$ cat src/rtl/video_stream_gen.sv
// -----------------------------------------------------------------------------
// video_stream_gen
// Raster source for the vvalid/hvalid/din interface of the 3x3 line buffer.
// Generates frames with a programmable active area and programmable blanking.
// One of four test patterns fills the active pixels.
//
// Ports
//   clk        in   1   pixel clock
//   rst_b      in   1   asynchronous active-low reset
//   start      in   1   pulse: begin continuous frame generation (ignored when busy)
//   stop       in   1   pulse: finish the frame in flight, then go idle
//   pat_sel    in   2   0 h-ramp, 1 v-ramp, 2 checkerboard, 3 constant
//   pat_const  in   DW  pixel value used when pat_sel = 3
//   vvalid     out  1   frame valid
//   hvalid     out  1   line valid
//   dout       out  DW  pixel, qualified by hvalid (0 otherwise)
//   busy       out  1   high from start acceptance until back in IDLE
//   frame_cnt  out  16  completed-frame count, wraps
// -----------------------------------------------------------------------------
module video_stream_gen #(
    parameter int DW       = 8,
    parameter int H_ACTIVE = 1920,
    parameter int H_BLANK  = 128,
    parameter int V_ACTIVE = 1080,
    parameter int V_FRONT  = 2,
    parameter int V_BACK   = 2,
    parameter int V_GAP    = 4
) (
    input  logic          clk,
    input  logic          rst_b,
    input  logic          start,
    input  logic          stop,
    input  logic [1:0]    pat_sel,
    input  logic [DW-1:0] pat_const,
    output logic          vvalid,
    output logic          hvalid,
    output logic [DW-1:0] dout,
    output logic          busy,
    output logic [15:0]   frame_cnt
);

    localparam int H_TOTAL = H_ACTIVE + H_BLANK;
    localparam int HW      = $clog2(H_TOTAL);

    typedef logic [HW-1:0] hcnt_t;

    typedef enum logic [2:0] {
        S_IDLE,
        S_VPRE,
        S_ACT,
        S_VPOST,
        S_GAP
    } state_t;

    state_t        state_q, state_d;
    hcnt_t         hcnt_q, hcnt_d;
    logic [15:0]   vcnt_q, vcnt_d;
    logic          stop_pend_q, stop_pend_d;
    logic [15:0]   frame_cnt_q, frame_cnt_d;
    logic [1:0]    pat_sel_q, pat_sel_d;
    logic [DW-1:0] pat_const_q, pat_const_d;
    logic          pat_load;
    logic          line_end;
    logic          seg_end;

    logic          vvalid_q, vvalid_d;
    logic          hvalid_q, hvalid_d;
    logic [DW-1:0] dout_q, dout_d;
    logic          busy_q, busy_d;

    // Index of the last line spent in each state.
    function automatic logic [15:0] last_line(input state_t s);
        case (s)
            S_VPRE:  return 16'(V_FRONT - 1);
            S_ACT:   return 16'(V_ACTIVE - 1);
            S_VPOST: return 16'(V_BACK - 1);
            default: return 16'(V_GAP - 1);
        endcase
    endfunction

    function automatic logic [DW-1:0] pattern(input logic [1:0]    sel,
                                              input logic [DW-1:0] cval,
                                              input hcnt_t         x,
                                              input logic [15:0]   y);
        case (sel)
            2'd0:    return DW'(x);
            2'd1:    return DW'(y);
            2'd2:    return ((((32'(x) ^ 32'(y)) >> 3) & 32'd1) != 32'd0) ? {DW{1'b1}} : '0;
            default: return cval;
        endcase
    endfunction

    always_comb begin
        state_d     = state_q;
        hcnt_d      = hcnt_q;
        vcnt_d      = vcnt_q;
        stop_pend_d = stop_pend_q;
        frame_cnt_d = frame_cnt_q;
        pat_load    = 1'b0;
        line_end    = (hcnt_q == hcnt_t'(H_TOTAL - 1));
        seg_end     = line_end && (vcnt_q == last_line(state_q));

        if (state_q == S_IDLE) begin
            // A stop arriving together with start is dropped: stop_pend starts clear.
            if (start) begin
                state_d     = S_VPRE;
                hcnt_d      = '0;
                vcnt_d      = '0;
                stop_pend_d = 1'b0;
                pat_load    = 1'b1;
            end
        end else begin
            hcnt_d = line_end ? '0 : hcnt_q + 1'b1;
            if (stop) begin
                stop_pend_d = 1'b1;
            end
            if (line_end) begin
                vcnt_d = vcnt_q + 16'd1;
            end
            if (seg_end) begin
                vcnt_d = '0;
                case (state_q)
                    S_VPRE:  state_d = S_ACT;
                    S_ACT:   state_d = S_VPOST;
                    S_VPOST: begin
                        state_d     = S_GAP;
                        frame_cnt_d = frame_cnt_q + 16'd1;
                    end
                    default: begin
                        // A stop landing in the final gap cycle still ends generation.
                        if (stop_pend_q || stop) begin
                            state_d     = S_IDLE;
                            stop_pend_d = 1'b0;
                        end else begin
                            state_d  = S_VPRE;
                            pat_load = 1'b1;
                        end
                    end
                endcase
            end
        end

        pat_sel_d   = pat_load ? pat_sel   : pat_sel_q;
        pat_const_d = pat_load ? pat_const : pat_const_q;

        // Outputs are computed from next state so the registered copies line up.
        vvalid_d = (state_d == S_VPRE) || (state_d == S_ACT) || (state_d == S_VPOST);
        hvalid_d = (state_d == S_ACT) && (32'(hcnt_d) < 32'(H_ACTIVE));
        dout_d   = hvalid_d ? pattern(pat_sel_d, pat_const_d, hcnt_d, vcnt_d) : '0;
        busy_d   = (state_d != S_IDLE);
    end

    always_ff @(posedge clk or negedge rst_b) begin
        if (!rst_b) begin
            state_q     <= S_IDLE;
            hcnt_q      <= '0;
            vcnt_q      <= '0;
            stop_pend_q <= 1'b0;
            frame_cnt_q <= '0;
            vvalid_q    <= 1'b0;
            hvalid_q    <= 1'b0;
            dout_q      <= '0;
            busy_q      <= 1'b0;
        end else begin
            state_q     <= state_d;
            hcnt_q      <= hcnt_d;
            vcnt_q      <= vcnt_d;
            stop_pend_q <= stop_pend_d;
            frame_cnt_q <= frame_cnt_d;
            vvalid_q    <= vvalid_d;
            hvalid_q    <= hvalid_d;
            dout_q      <= dout_d;
            busy_q      <= busy_d;
        end
    end

    // Pattern selection is reloaded before use on every frame, so it needs no reset.
    always_ff @(posedge clk) begin
        pat_sel_q   <= pat_sel_d;
        pat_const_q <= pat_const_d;
    end

    assign vvalid    = vvalid_q;
    assign hvalid    = hvalid_q;
    assign dout      = dout_q;
    assign busy      = busy_q;
    assign frame_cnt = frame_cnt_q;

endmodule

$ cat config.mk
export PLATFORM = sky130hd
export DESIGN_NAME = video_stream_gen
export DESIGN_NICKNAME = d
export VERILOG_FILES = /design/src/rtl/video_stream_gen.sv
export SDC_FILE = /design/constraint.sdc
export NUM_CORES = 1
export LEC_CHECK = 0
export ABC_AREA = 1
export ABC_CLOCK_PERIOD_IN_PS = 2600
export CAP_MARGIN = 20
export CORE_ASPECT_RATIO = 0.8
export CORE_UTILIZATION = 45
export DETAILED_ROUTE_END_ITERATION = 10
export PLACE_DENSITY_LB_ADDON = 0.1
export SKIP_CTS_REPAIR_TIMING = 1
export SYNTH_ARGS = -nofsm -noshare
export SYNTH_HDL_FRONTEND = slang
export SYNTH_SLANG_ARGS = --single-unit
$ cat constraint.sdc
create_clock -name clk -period 2.6 [get_ports clk]
set_clock_uncertainty 0.2 [all_clocks]
set_input_delay 0.39 -clock clk [delete_from_list [all_inputs] [get_ports clk]]
set_output_delay 0.39 -clock clk [all_outputs]
set_load 0.05 [all_outputs]
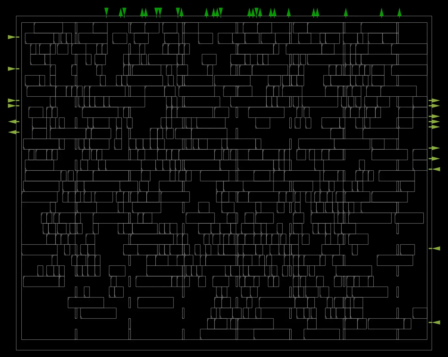
Fig. 1. Placement view.
non-filler cells, final: 670
fill cell count: 775

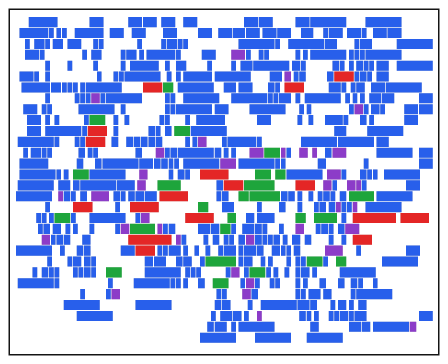
Fig. 2. Drive-strength map.
Scale: 4 px per µm.
_2 cells -> purple  # cells 37
_0 and _1 cells -> blue  # cells 479
_3 and _4 cells -> green  # cells 25
_6 and larger -> red  # cells 17
layout buffer count excluding clock buffers: 48
area delta synth->final: 20.8%
setup slack after layout: 163 ps
Final Instance Area: 4790 µm²

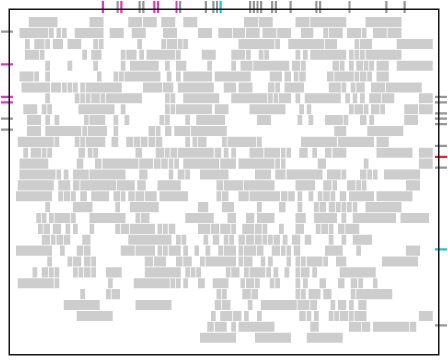
Fig. 3. Pin placement.
Scale: 4 px per µm. Pins as bars across the die edge, other pins in gray.
`pat_sel` -> cyan  # pins 2, direction input, edge 1 top, 1 right
`pat_const` -> magenta  # pins 8, direction input, edge 5 top, 3 left
`busy` -> red  # pins 1, direction output, edge right
all pins by edge = 25 top, 10 right, 6 left
Port Buffer Count: 40
Chip Height: 86 µm

==> run summary <==
Item: results of the latest flow run.

- The net switching power is 1.17 mW.
- The synthesis report lists the most area-consuming cells as dfrtp_1, nand2_1, inv_1, xor2_1, dfxtp_1.
- Summing internal, switching and leakage power gives 3.24 mW.
- The clock distribution power is 0.975 mW.
- STA classifies the critical path endpoint as a flip-flop.
- The top cell type by total area after synthesis is dfrtp_1.
- The multi-input combinational cell area is 2020 µm².
- Detailed placement finished with a half-perimeter wire length of 6930 µm.
- The number of stages on the worst hold path is 1.
- According to the hold report, the worst path is of the flip-flop to flip-flop type.
- The initial DRC count is 171.
- The post-synth count of flops with an enable pin is 0.
- The fraction of power consumed by sequential logic is 38.4%.
- The number of max-capacitance violations reported is 0.
- The initial cell density of the core is 46.6%.
- The detailed placer reported the number of placed instances as 650.
- The capture point of the worst path is dout[6].
- The clock edge transition at the registers on the reported setup and hold paths is 70 ps.
- The cell-internal power is 2.08 mW.
- The placer's final routability congestion estimate is 0.905.
- In the final layout, clock buffers and inverters account for 4.54% of the cell area.
- The remaining antenna violation count is 0.
- The total number of cells along the worst setup path is 13.
- The final layout contains a sequential cell count of 68.
- Hold timing on the final database bottoms out at a slack of 289 ps.
- The mean instance size in the synthesized netlist is 8.00 µm².
- Synthesis produced 496 cells.
- The synthesized netlist was found by Yosys to have 496 cells.
- The sequential logic power is 1.25 mW.
- Global routing finished with a remaining overflow of 0.
- The first global-routing pass estimated 15700 µm of wire.
- The fraction of standard cell area in multi-input logic is 42.2%.
- The net count after synthesis is 513.
- The worst VDD IR drop from the latest analysis is 414 µV.
- The stage logs contain a warning count of 27.
- The non-clock inverters instantiated in the layout total 77.
- Looking at the reg2reg group, the worst path starts from hcnt_q[0].
- The worst relative slew slack is 56.8%.
- The inserted tap cell count is 112.
- Per the breakdown, switching nets consume 36.0% of all power.
- The period utilization is 93.7%.
- Of the cells placed in the final design, the portion with a size suffix greater than 1 is 14.2%.
- The kind of cell with the highest combined delay on the critical path is simple AND/OR/NAND/NOR gates.
- Per the detailed placement report, the placed cell area equals 4520 µm².
- The sequential share of cell area is 34.5%.
- For this run, the leading register cell type out of synthesis is dfrtp_1.
- Summing all flip-flop and latch instances after layout gives 1650 µm².
- Per the detail_route report, routed wire per instance is 14.0 µm.
- The post-synthesis sequential area ratio is 41.6%.
- For this run, asynchronously set or reset flops after synthesis account for 85.3%.
- The power density of the placed cells is 677 nW/µm².
- The final-layout clock buffer total is 12.
- For reference, the final report shows the max-slew violation count at 0.
- The top cell type in the final layout, fill and taps aside, is nand2_1.
- In this run, synthesis produced a sequential element count of 68.
- The group that draws the most power in this run is registers.
- The number of different library cells used by synthesis comes to 41.
- The type of the worst setup path is flip-flop to flip-flop.
- Along the worst path, the maximum fanout reaches 10.
- The initial antenna violation count was 0.
- The run finished with clean final reports.
- The floorplan step defined a core boundary enclosing 8520 µm².
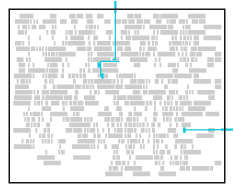
Fig. 4. Nets reached from selected ports.
Scale: 2 px per µm.
`pat_sel` -> cyan  # direction input, end cells 3, buffers 2, wire 67.7 µm
number of primary I/O pins: 41

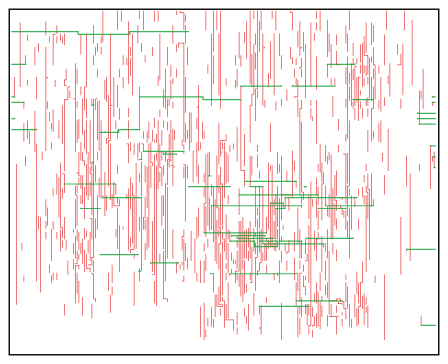
Fig. 5. Wiring by layer.
Scale: 4 px per µm. Two of the layers only.
metal 2 -> red  # wire length 4260 µm
metal 3 -> green  # wire length 450 µm
vias: 3424
Overall Global Routing Usage: 22.1%

## per-layer routing
layer	GRT usage, %	vias to the layer above	wire length (µm)
li1	-	1705	-
met1	30.5	1618	4530
met2	34.5	88	4260
met3	5.02	13	450
met4	7.35	0	148
met5	0	-	0
## sequential cells by signal (all words and copies together), names as in the netlist, 2 cells and up
signal	cells
hcnt_q	11
pat_const_q	8
frame_cnt	16
pat_sel_q	2
state_q	3
vcnt_q	16
dout	8
## logic make-up after synthesis
logic type                 share of synthesized area, %
DFF                                                41.6
adders and majority gates                         0.946
and+or+nand+nor                                    35.2
AOI/OAI and AO/OA                                  7.50
buffers and inverters                              8.29
xor gates and xnor gates                           6.40
Power and IR drop assume default switching activity.
